==> src/rtl/cam_bram_ram_arbiter_if.sv <==
// Requester-side bus for the CAM block-RAM arbiter: two valid/ready request
// channels plus their tagged read-response strobes and the shared read data.
interface cam_bram_ram_arbiter_if #(
    parameter int ADDR_WIDTH = 9,
    parameter int DATA_WIDTH = 72,
    parameter int MASK_WIDTH = 72
);
    logic                  req0_valid;
    logic                  req0_ready;
    logic                  req0_we;
    logic [ADDR_WIDTH-1:0] req0_addr;
    logic [DATA_WIDTH-1:0] req0_wdata;
    logic [MASK_WIDTH-1:0] req0_mask;

    logic                  req1_valid;
    logic                  req1_ready;
    logic                  req1_we;
    logic [ADDR_WIDTH-1:0] req1_addr;
    logic [DATA_WIDTH-1:0] req1_wdata;
    logic [MASK_WIDTH-1:0] req1_mask;

    logic                  rsp0_valid;
    logic                  rsp1_valid;
    logic [DATA_WIDTH-1:0] rsp_rdata;

    modport master (
        output req0_valid, req0_we, req0_addr, req0_wdata, req0_mask,
        output req1_valid, req1_we, req1_addr, req1_wdata, req1_mask,
        input  req0_ready, req1_ready, rsp0_valid, rsp1_valid, rsp_rdata
    );

    modport slave (
        input  req0_valid, req0_we, req0_addr, req0_wdata, req0_mask,
        input  req1_valid, req1_we, req1_addr, req1_wdata, req1_mask,
        output req0_ready, req1_ready, rsp0_valid, rsp1_valid, rsp_rdata
    );
endinterface

==> src/rtl/cam_bram_ram_arbiter.sv <==
// Round-robin arbiter and sequencer for one single-port block RAM of the CAM
// array. Shares the port between two requesters, tags read responses back to
// the issuer across the RAM's 1- or 2-cycle read latency, and zero-fills the
// whole array after reset or on command.
//
// state    | meaning
// ---------+-----------------------------------------------------------
// ST_CLEAR | writing zero to every word, one per cycle; no grants
// ST_RUN   | normal operation, round-robin grants to the requesters
module cam_bram_ram_arbiter #(
    parameter int ADDR_WIDTH     = 9,
    parameter int RAM_DEPTH      = 2**ADDR_WIDTH,
    parameter int DATA_WIDTH     = 72,
    parameter int MASK_WIDTH     = 72,
    parameter int RD_LATENCY     = 1,
    parameter int CLEAR_ON_RESET = 1
) (
    input  logic                   clk,
    input  logic                   rst,
    cam_bram_ram_arbiter_if.slave  req_if,
    input  logic                   clear_start,
    output logic                   init_done,
    output logic [ADDR_WIDTH-1:0]  ram_addr,
    output logic                   ram_chip_en,
    output logic                   ram_wr_en,
    output logic [DATA_WIDTH-1:0]  ram_wdata,
    output logic [MASK_WIDTH-1:0]  ram_mask,
    output logic                   ram_reg_en,
    input  logic [DATA_WIDTH-1:0]  ram_rdata
);

    typedef enum logic {
        ST_CLEAR = 1'b0,
        ST_RUN   = 1'b1
    } state_t;

    localparam state_t RESET_STATE = (CLEAR_ON_RESET != 0) ? ST_CLEAR : ST_RUN;
    localparam logic [ADDR_WIDTH-1:0] CLR_LAST = ADDR_WIDTH'(RAM_DEPTH - 1);

    state_t                state;
    state_t                state_nxt;
    logic [ADDR_WIDTH-1:0] clr_cnt;
    logic [ADDR_WIDTH-1:0] clr_cnt_nxt;
    logic                  ptr;
    logic                  ptr_nxt;

    logic                  in_run;
    logic                  in_clear;
    logic                  fire0;
    logic                  fire1;
    logic                  fire_rd;

    logic [RD_LATENCY:1]   pipe_vld;
    logic [RD_LATENCY:1]   pipe_id;

    // Grants are gated by rst as well as state so the readies and RAM strobes
    // drop the moment reset asserts, whatever state the FSM was in.
    assign in_run   = (state == ST_RUN)   && !rst;
    assign in_clear = (state == ST_CLEAR) && !rst;

    // A requester is only held off when the other one is valid and holds priority.
    assign req_if.req0_ready = in_run && !(req_if.req1_valid && ptr);
    assign req_if.req1_ready = in_run && !(req_if.req0_valid && !ptr);

    assign fire0   = req_if.req0_valid && req_if.req0_ready;
    assign fire1   = req_if.req1_valid && req_if.req1_ready;
    assign fire_rd = (fire0 && !req_if.req0_we) || (fire1 && !req_if.req1_we);

    assign init_done = (state == ST_RUN);

    // State, clear counter and priority pointer registers.
    always_ff @(posedge clk or posedge rst) begin
        if (rst) begin
            state   <= RESET_STATE;
            clr_cnt <= '0;
            ptr     <= 1'b0;
        end else begin
            state   <= state_nxt;
            clr_cnt <= clr_cnt_nxt;
            ptr     <= ptr_nxt;
        end
    end

    // Next state plus the RAM pin drive: clear sweep, winning request, or idle.
    always_comb begin
        state_nxt   = state;
        clr_cnt_nxt = clr_cnt;
        ptr_nxt     = ptr;
        ram_chip_en = 1'b0;
        ram_wr_en   = 1'b0;
        ram_addr    = '0;
        ram_wdata   = '0;
        ram_mask    = '0;

        case (state)
            ST_CLEAR: begin
                if (clr_cnt == CLR_LAST) begin
                    clr_cnt_nxt = '0;
                    state_nxt   = ST_RUN;
                end else begin
                    clr_cnt_nxt = clr_cnt + 1'b1;
                end
            end
            ST_RUN: begin
                if (clear_start) begin
                    state_nxt = ST_CLEAR;
                end
            end
            default: state_nxt = RESET_STATE;
        endcase

        if (in_clear) begin
            ram_chip_en = 1'b1;
            ram_wr_en   = 1'b1;
            ram_addr    = clr_cnt;
            ram_mask    = '1;
        end else if (fire0) begin
            ram_chip_en = 1'b1;
            ram_wr_en   = req_if.req0_we;
            ram_addr    = req_if.req0_addr;
            ram_wdata   = req_if.req0_wdata;
            ram_mask    = req_if.req0_mask;
            ptr_nxt     = 1'b1;
        end else if (fire1) begin
            ram_chip_en = 1'b1;
            ram_wr_en   = req_if.req1_we;
            ram_addr    = req_if.req1_addr;
            ram_wdata   = req_if.req1_wdata;
            ram_mask    = req_if.req1_mask;
            ptr_nxt     = 1'b0;
        end
    end

    // Read tag pipeline, one stage per cycle of RAM read latency.
    always_ff @(posedge clk or posedge rst) begin
        if (rst) begin
            pipe_vld <= '0;
            pipe_id  <= '0;
        end else begin
            pipe_vld[1] <= fire_rd;
            pipe_id[1]  <= fire1;
            for (int i = 2; i <= RD_LATENCY; i++) begin
                pipe_vld[i] <= pipe_vld[i-1];
                pipe_id[i]  <= pipe_id[i-1];
            end
        end
    end

    assign req_if.rsp0_valid = pipe_vld[RD_LATENCY] && !pipe_id[RD_LATENCY];
    assign req_if.rsp1_valid = pipe_vld[RD_LATENCY] &&  pipe_id[RD_LATENCY];
    assign req_if.rsp_rdata  = ram_rdata;

    // The RAM output register only exists on the two-cycle macro; it loads
    // one cycle after the array read.
    if (RD_LATENCY >= 2) begin : g_reg_en
        assign ram_reg_en = pipe_vld[1];
    end else begin : g_no_reg_en
        assign ram_reg_en = 1'b0;
    end

endmodule

==> src/flat_wrapper.sv <==
// flat-port wrapper written by rule: the top's interface ports become plain ports
module cam_bram_ram_arbiter_flat 
#(
    parameter int ADDR_WIDTH     = 9,
    parameter int RAM_DEPTH      = 2**ADDR_WIDTH,
    parameter int DATA_WIDTH     = 72,
    parameter int MASK_WIDTH     = 72,
    parameter int RD_LATENCY     = 1,
    parameter int CLEAR_ON_RESET = 1
)
  (clk, rst, clear_start, init_done, ram_addr, ram_chip_en, ram_wr_en, ram_wdata, ram_mask, ram_reg_en, ram_rdata, req_if_req0_valid, req_if_req0_we, req_if_req0_addr, req_if_req0_wdata, req_if_req0_mask, req_if_req1_valid, req_if_req1_we, req_if_req1_addr, req_if_req1_wdata, req_if_req1_mask, req_if_req0_ready, req_if_req1_ready, req_if_rsp0_valid, req_if_rsp1_valid, req_if_rsp_rdata);
  cam_bram_ram_arbiter_if #(.ADDR_WIDTH(ADDR_WIDTH), .DATA_WIDTH(DATA_WIDTH), .MASK_WIDTH(MASK_WIDTH)) req_if_i ();
  input  logic clk;
  input  logic rst;
  input  logic clear_start;
  output logic init_done;
  output logic [ADDR_WIDTH-1:0] ram_addr;
  output logic ram_chip_en;
  output logic ram_wr_en;
  output logic [DATA_WIDTH-1:0] ram_wdata;
  output logic [MASK_WIDTH-1:0] ram_mask;
  output logic ram_reg_en;
  input  logic [DATA_WIDTH-1:0] ram_rdata;
  input wire logic [$bits(req_if_i.req0_valid)-1:0] req_if_req0_valid;
  input wire logic [$bits(req_if_i.req0_we)-1:0] req_if_req0_we;
  input wire logic [$bits(req_if_i.req0_addr)-1:0] req_if_req0_addr;
  input wire logic [$bits(req_if_i.req0_wdata)-1:0] req_if_req0_wdata;
  input wire logic [$bits(req_if_i.req0_mask)-1:0] req_if_req0_mask;
  input wire logic [$bits(req_if_i.req1_valid)-1:0] req_if_req1_valid;
  input wire logic [$bits(req_if_i.req1_we)-1:0] req_if_req1_we;
  input wire logic [$bits(req_if_i.req1_addr)-1:0] req_if_req1_addr;
  input wire logic [$bits(req_if_i.req1_wdata)-1:0] req_if_req1_wdata;
  input wire logic [$bits(req_if_i.req1_mask)-1:0] req_if_req1_mask;
  output wire logic [$bits(req_if_i.req0_ready)-1:0] req_if_req0_ready;
  output wire logic [$bits(req_if_i.req1_ready)-1:0] req_if_req1_ready;
  output wire logic [$bits(req_if_i.rsp0_valid)-1:0] req_if_rsp0_valid;
  output wire logic [$bits(req_if_i.rsp1_valid)-1:0] req_if_rsp1_valid;
  output wire logic [$bits(req_if_i.rsp_rdata)-1:0] req_if_rsp_rdata;
  assign req_if_i.req0_valid = req_if_req0_valid;
  assign req_if_i.req0_we = req_if_req0_we;
  assign req_if_i.req0_addr = req_if_req0_addr;
  assign req_if_i.req0_wdata = req_if_req0_wdata;
  assign req_if_i.req0_mask = req_if_req0_mask;
  assign req_if_i.req1_valid = req_if_req1_valid;
  assign req_if_i.req1_we = req_if_req1_we;
  assign req_if_i.req1_addr = req_if_req1_addr;
  assign req_if_i.req1_wdata = req_if_req1_wdata;
  assign req_if_i.req1_mask = req_if_req1_mask;
  assign req_if_req0_ready = req_if_i.req0_ready;
  assign req_if_req1_ready = req_if_i.req1_ready;
  assign req_if_rsp0_valid = req_if_i.rsp0_valid;
  assign req_if_rsp1_valid = req_if_i.rsp1_valid;
  assign req_if_rsp_rdata = req_if_i.rsp_rdata;
  cam_bram_ram_arbiter #(.ADDR_WIDTH(ADDR_WIDTH), .RAM_DEPTH(RAM_DEPTH), .DATA_WIDTH(DATA_WIDTH), .MASK_WIDTH(MASK_WIDTH), .RD_LATENCY(RD_LATENCY), .CLEAR_ON_RESET(CLEAR_ON_RESET)) u_core (.clk(clk), .rst(rst), .req_if(req_if_i), .clear_start(clear_start), .init_done(init_done), .ram_addr(ram_addr), .ram_chip_en(ram_chip_en), .ram_wr_en(ram_wr_en), .ram_wdata(ram_wdata), .ram_mask(ram_mask), .ram_reg_en(ram_reg_en), .ram_rdata(ram_rdata));
endmodule
==> config.mk <==
export PLATFORM = sky130hd
export DESIGN_NAME = cam_bram_ram_arbiter_flat
export DESIGN_NICKNAME = d
export VERILOG_FILES = /design/src/rtl/cam_bram_ram_arbiter_if.sv /design/src/rtl/cam_bram_ram_arbiter.sv /design/src/flat_wrapper.sv
export SDC_FILE = /design/constraint.sdc
export NUM_CORES = 1
export LEC_CHECK = 0
export CAP_MARGIN = 20
export CORE_AREA = 2 2 240 242
export CTS_CLUSTER_SIZE = 24
export DETAILED_ROUTE_END_ITERATION = 8
export DIE_AREA = 0 0 242 244
export PLACE_DENSITY = 0.41
export SLEW_MARGIN = 20
export SYNTH_ARGS = -nofsm -noshare
export SYNTH_HDL_FRONTEND = slang
export SYNTH_SLANG_ARGS = --single-unit
==> constraint.sdc <==
create_clock -name clk -period 2.9 [get_ports clk]
set_input_delay 0.725 -clock clk [delete_from_list [all_inputs] [get_ports clk]]
set_output_delay 0.725 -clock clk [all_outputs]
set_load 0.005 [all_outputs]
==> flow_results.xml <==
<?xml version="1.0" encoding="UTF-8"?>
<metrics>
  <group name="clock_tree">
    <metric name="cts.sink_count" unit="">13</metric>
    <metric name="clk_lat_worst_skew" unit="ns">0.24</metric>
    <metric name="max_h_tree_level" unit="">1</metric>
    <metric name="tritoncts.num_buffers" unit="">3</metric>
    <metric name="tritoncts_clock_tree" unit="">built</metric>
    <metric name="cts-resized-gates" unit="">228</metric>
    <metric name="cts.root.buffer_cell" unit="">sky130_fd_sc_hd__clkbuf_16</metric>
    <metric name="postCtsSetupBuffers" unit="">21</metric>
  </group>
  <group name="grt">
    <metric name="global_route_wire_length_before_repair" unit="mm">38.6</metric>
    <metric name="grt_overflow_total" unit="">0</metric>
    <metric name="vias_in_the_first_global_route" unit="">5292</metric>
    <metric name="grt_start_max_net_pins" unit="">32</metric>
    <metric name="grt_antenna_before_repair" unit="">2</metric>
  </group>
  <group name="layout">
    <metric name="clock_buffer_count" unit="">4</metric>
    <metric name="nNonClkInverters" unit="">3</metric>
    <metric name="clock_tree_area_fraction" unit="">0.00881</metric>
    <metric name="layout.cell_area.non_filler" unit="um2">8950</metric>
    <metric name="nNonClkBuffers" unit="">554</metric>
    <metric name="logic_gates" unit="">221</metric>
    <metric name="areaGrowthSynthToFinish" unit="%">196</metric>
    <metric name="design.seq.count" unit="">13</metric>
    <metric name="finish.cell_count_without_fillers" unit="">1552</metric>
    <metric name="flop_area" unit="um2">325</metric>
    <metric name="layout_top_cell_excl_fill_tap" unit="">sky130_fd_sc_hd__clkdlybuf4s50_1</metric>
    <metric name="final.fill_count" unit="">6377</metric>
    <metric name="largestClassByArea" unit="">non-clock buffers</metric>
    <metric name="multiInputGateArea" unit="um2">1900</metric>
    <metric name="insertedDiodeCount" unit="">1</metric>
    <metric name="layout_top_cells_excl_fill_tap" unit="">sky130_fd_sc_hd__clkdlybuf4s50_1 (315), sky130_fd_sc_hd__a221o_1 (82), sky130_fd_sc_hd__dlygate4sd2_1 (78)</metric>
    <metric name="final_nets" unit="">1184</metric>
  </group>
  <group name="floorplanning">
    <metric name="core_footprint" unit="um2">56200</metric>
    <metric name="initial_utilization" unit="">0.0538</metric>
    <metric name="ios" unit="">618</metric>
    <metric name="num_tapcells" unit="">756</metric>
    <metric name="placement_rows" unit="">87</metric>
    <metric name="die_x" unit="um">242</metric>
  </group>
  <group name="place">
    <metric name="placed_cells_incl_taps" unit="">1511</metric>
    <metric name="place_ws" unit="ns">-0.599</metric>
    <metric name="placement.cell_area" unit="um2">8390</metric>
    <metric name="port_buffers" unit="">472</metric>
    <metric name="gp_congestion" unit="">0.956</metric>
    <metric name="dp_hpwl" unit="mm">21.9</metric>
  </group>
  <group name="route">
    <metric name="ant_nets" unit="">0</metric>
    <metric name="drc_errors" unit="">0</metric>
    <metric name="initialDrtViolationCount" unit="">181</metric>
    <metric name="routed_via_density" unit="">3.21</metric>
  </group>
  <group name="final_timing">
    <metric name="finalSetupViolations" unit="">0</metric>
    <metric name="fin_hold_ws" unit="ns">0.564</metric>
    <metric name="fin_setup_tns" unit="ns">0</metric>
    <metric name="clock.fmax" unit="MHz">347</metric>
    <metric name="fin_ws" unit="ns">0.0151</metric>
    <metric name="timing.final.crit_period" unit="ns">2.88</metric>
    <metric name="clock_skews" unit="ns">0.00156</metric>
    <metric name="final_hold_viol_count" unit="">0</metric>
    <metric name="timing.final.crit_share" unit="">0.995</metric>
    <metric name="drv_slew" unit="">0</metric>
  </group>
  <group name="critical_path">
    <metric name="critical_path_peak_fanout" unit="">14</metric>
    <metric name="worstPathRequired" unit="ns">2.17</metric>
    <metric name="timing.critical_path.from_type" unit="">input pin</metric>
    <metric name="timing.critical_path.cells" unit="">buf_4 &gt; nor2b_4 &gt; and3_4 &gt; buf_16 &gt; a221o_1 &gt; clkdlybuf4s50_1</metric>
    <metric name="worst-setup-path-type" unit="">input pin to output port</metric>
    <metric name="worstSetupEndpointType" unit="">output port</metric>
    <metric name="crit_slowest_cell" unit="">sky130_fd_sc_hd__clkdlybuf4s50_1</metric>
  </group>
  <group name="synth">
    <metric name="postSynth.topFlopCell" unit="">sky130_fd_sc_hd__dfrtp_1</metric>
    <metric name="synth_seq_share" unit="">0.108</metric>
    <metric name="synth.comb.largest_family" unit="">AND-OR/OR-AND gates</metric>
    <metric name="synth_area_per_cell" unit="um2">8.52</metric>
    <metric name="synthAoiAreaFrac" unit="">0.509</metric>
    <metric name="ys_top_cells_by_area" unit="">sky130_fd_sc_hd__a221o_1 (27%), sky130_fd_sc_hd__a22o_1 (21%), sky130_fd_sc_hd__buf_4 (18%)</metric>
    <metric name="mux_share" unit="">0.00703</metric>
    <metric name="top_cell" unit="">sky130_fd_sc_hd__a221o_1</metric>
    <metric name="synth_warnings" unit="">0</metric>
    <metric name="ys_area" unit="um2">3020</metric>
    <metric name="synth_area_leader_cell" unit="">sky130_fd_sc_hd__a221o_1</metric>
    <metric name="top_cells_by_count" unit="">sky130_fd_sc_hd__a221o_1 (82), sky130_fd_sc_hd__buf_4 (73), sky130_fd_sc_hd__a22o_1 (72)</metric>
    <metric name="post_synth_fa_ha_maj_area_fraction" unit="">0.0124</metric>
    <metric name="netlist_area" unit="um2">3020</metric>
    <metric name="post_synth_num_cell_types" unit="">33</metric>
    <metric name="ys_async_sr_fraction" unit="">1.00</metric>
    <metric name="synth.net_count" unit="">743</metric>
    <metric name="top_cell_area_share" unit="">0.271</metric>
  </group>
  <group name="worst_hold_path">
    <metric name="hp-class" unit="">register to register</metric>
  </group>
  <group name="power">
    <metric name="power_switching_share" unit="">0.322</metric>
    <metric name="proportion_of_power_drawn_by_combinational_gates" unit="">0.678</metric>
    <metric name="pwr_density_cell" unit="nW/um2">208</metric>
    <metric name="p_sw" unit="uW">598</metric>
    <metric name="p_total" unit="mW">1.86</metric>
    <metric name="power.leakage" unit="nW">3.75</metric>
    <metric name="power.share.clock" unit="">0.141</metric>
  </group>
  <group name="run">
    <metric name="stage_log_warnings" unit="">29</metric>
    <metric name="maxCapViolCount" unit="">0</metric>
  </group>
  <group name="status">
    <metric name="outcome" unit="">complete, no violations</metric>
  </group>
</metrics>
-- per-layer routing --
layer  part of all wire  routed length (um)  track usage  vias up
li1                   -                   -            -     2267
met1               0.37               10700       0.0943     2332
met2               0.49               14200        0.158      351
met3              0.089                2570       0.0273       30
met4              0.046                1320       0.0419        0
met5                  0                   0            0        -
-- worst max-delay path, delay by kind of cell --
kind / cells / cell delay, ns
and+or+nand+nor: 2 / 0.44
AOI/OAI and AO/OA: 1 / 0.17
buffers and inverters: 3 / 0.81
-- worst paths after layout --
path | cells past startpoint | startpoint | slack [ns] | endpoint
worst max-delay path | 6 | rst | 0.02 | ram_mask[2]
worst min-delay path | 1 | u_core.clr_cnt[6] | 0.56 | u_core.clr_cnt[6]
worst max register to register | 6 | u_core.clr_cnt[0] | 0.99 | u_core.clr_cnt[6]
worst min register to register | 1 | u_core.clr_cnt[6] | 0.56 | u_core.clr_cnt[6]
max in group asynchronous | 4 | rst | 2.06 | u_core.clr_cnt[2]
min in group asynchronous | 4 | rst | 0.67 | u_core.init_done
-- state kept, by name, summed over array words and instances, names as in the netlist --
name / cells
u_core.clr_cnt: 9
u_core.init_done: 1
u_core.pipe_id: 1
u_core.pipe_vld: 1
u_core.ptr: 1
-- power by group through the flow --
| stage | Combinational [mW] | Sequential, mW | Clock (mW) |
|---|---|---|---|
| 5_1_grt | 1.37 | 0.351 | 0.278 |
| 4_1_cts | 1.26 | 0.334 | 0.266 |
| 6_report | 1.26 | 0.336 | 0.262 |
| 3_5_place_dp | 1.29 | 0.334 | 0 |
| 2_1_floorplan | 0.467 | 0.305 | 0 |
| 3_3_place_gp | 1.30 | 0.335 | 0 |
wire_density.png
(1.5 px per um) The die is cut into 24 by 24 equal tiles; dark blue is low, red is high, scaled to the fullest tile. Values are wire area over tile area, all layers added.
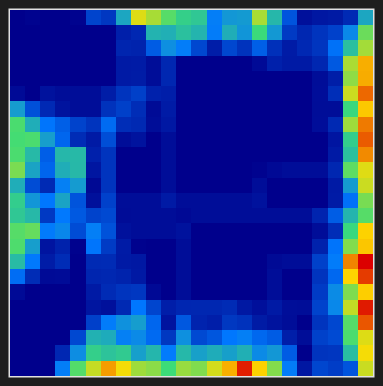
tiles over half the peak: 10%
densest ninth of the die: south-east
fullest tile: 0.51
nearly empty tiles: 35%
count of vias placed by the detailed router: 4980
average wire per cell in the routed design: 18.5 um

met2.png
(2 px per um)
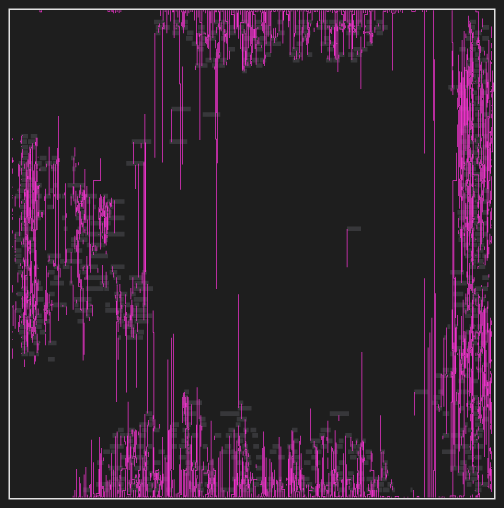
longest straight run: 206 um
main direction: vertical
wire length on this layer: 14200 um
nets with wire on the layer: 1041
met2 Resource Use GR: 0.158
Routed WL: 28.7 mm

met3.png
(2 px per um)
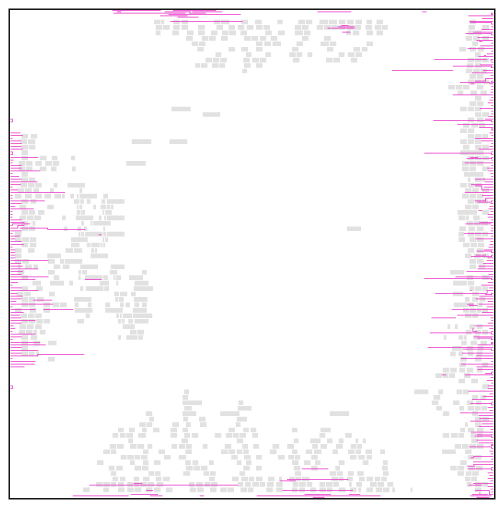
share of all routed wire: 8.9%
nets with wire on the layer: 306
longest straight run: 74.1 um
wire length on this layer: 2570 um
main direction: horizontal
GRT met3 Usage: 0.0273

final_congestion.png
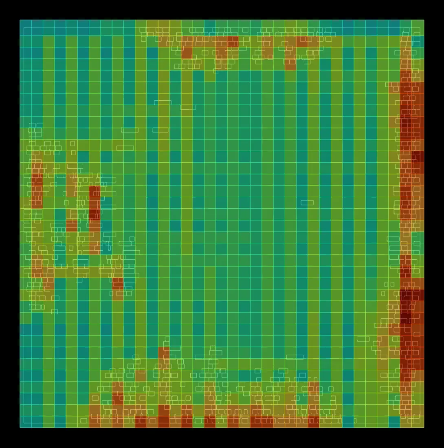
Overall Global Routing Usage: 0.0883
post-layout util: 0.159
routing layer with the top usage in global route: met2
met1 Usage GRT: 0.0943

Power figures rest on the tool's default switching activity, not on a simulated workload.
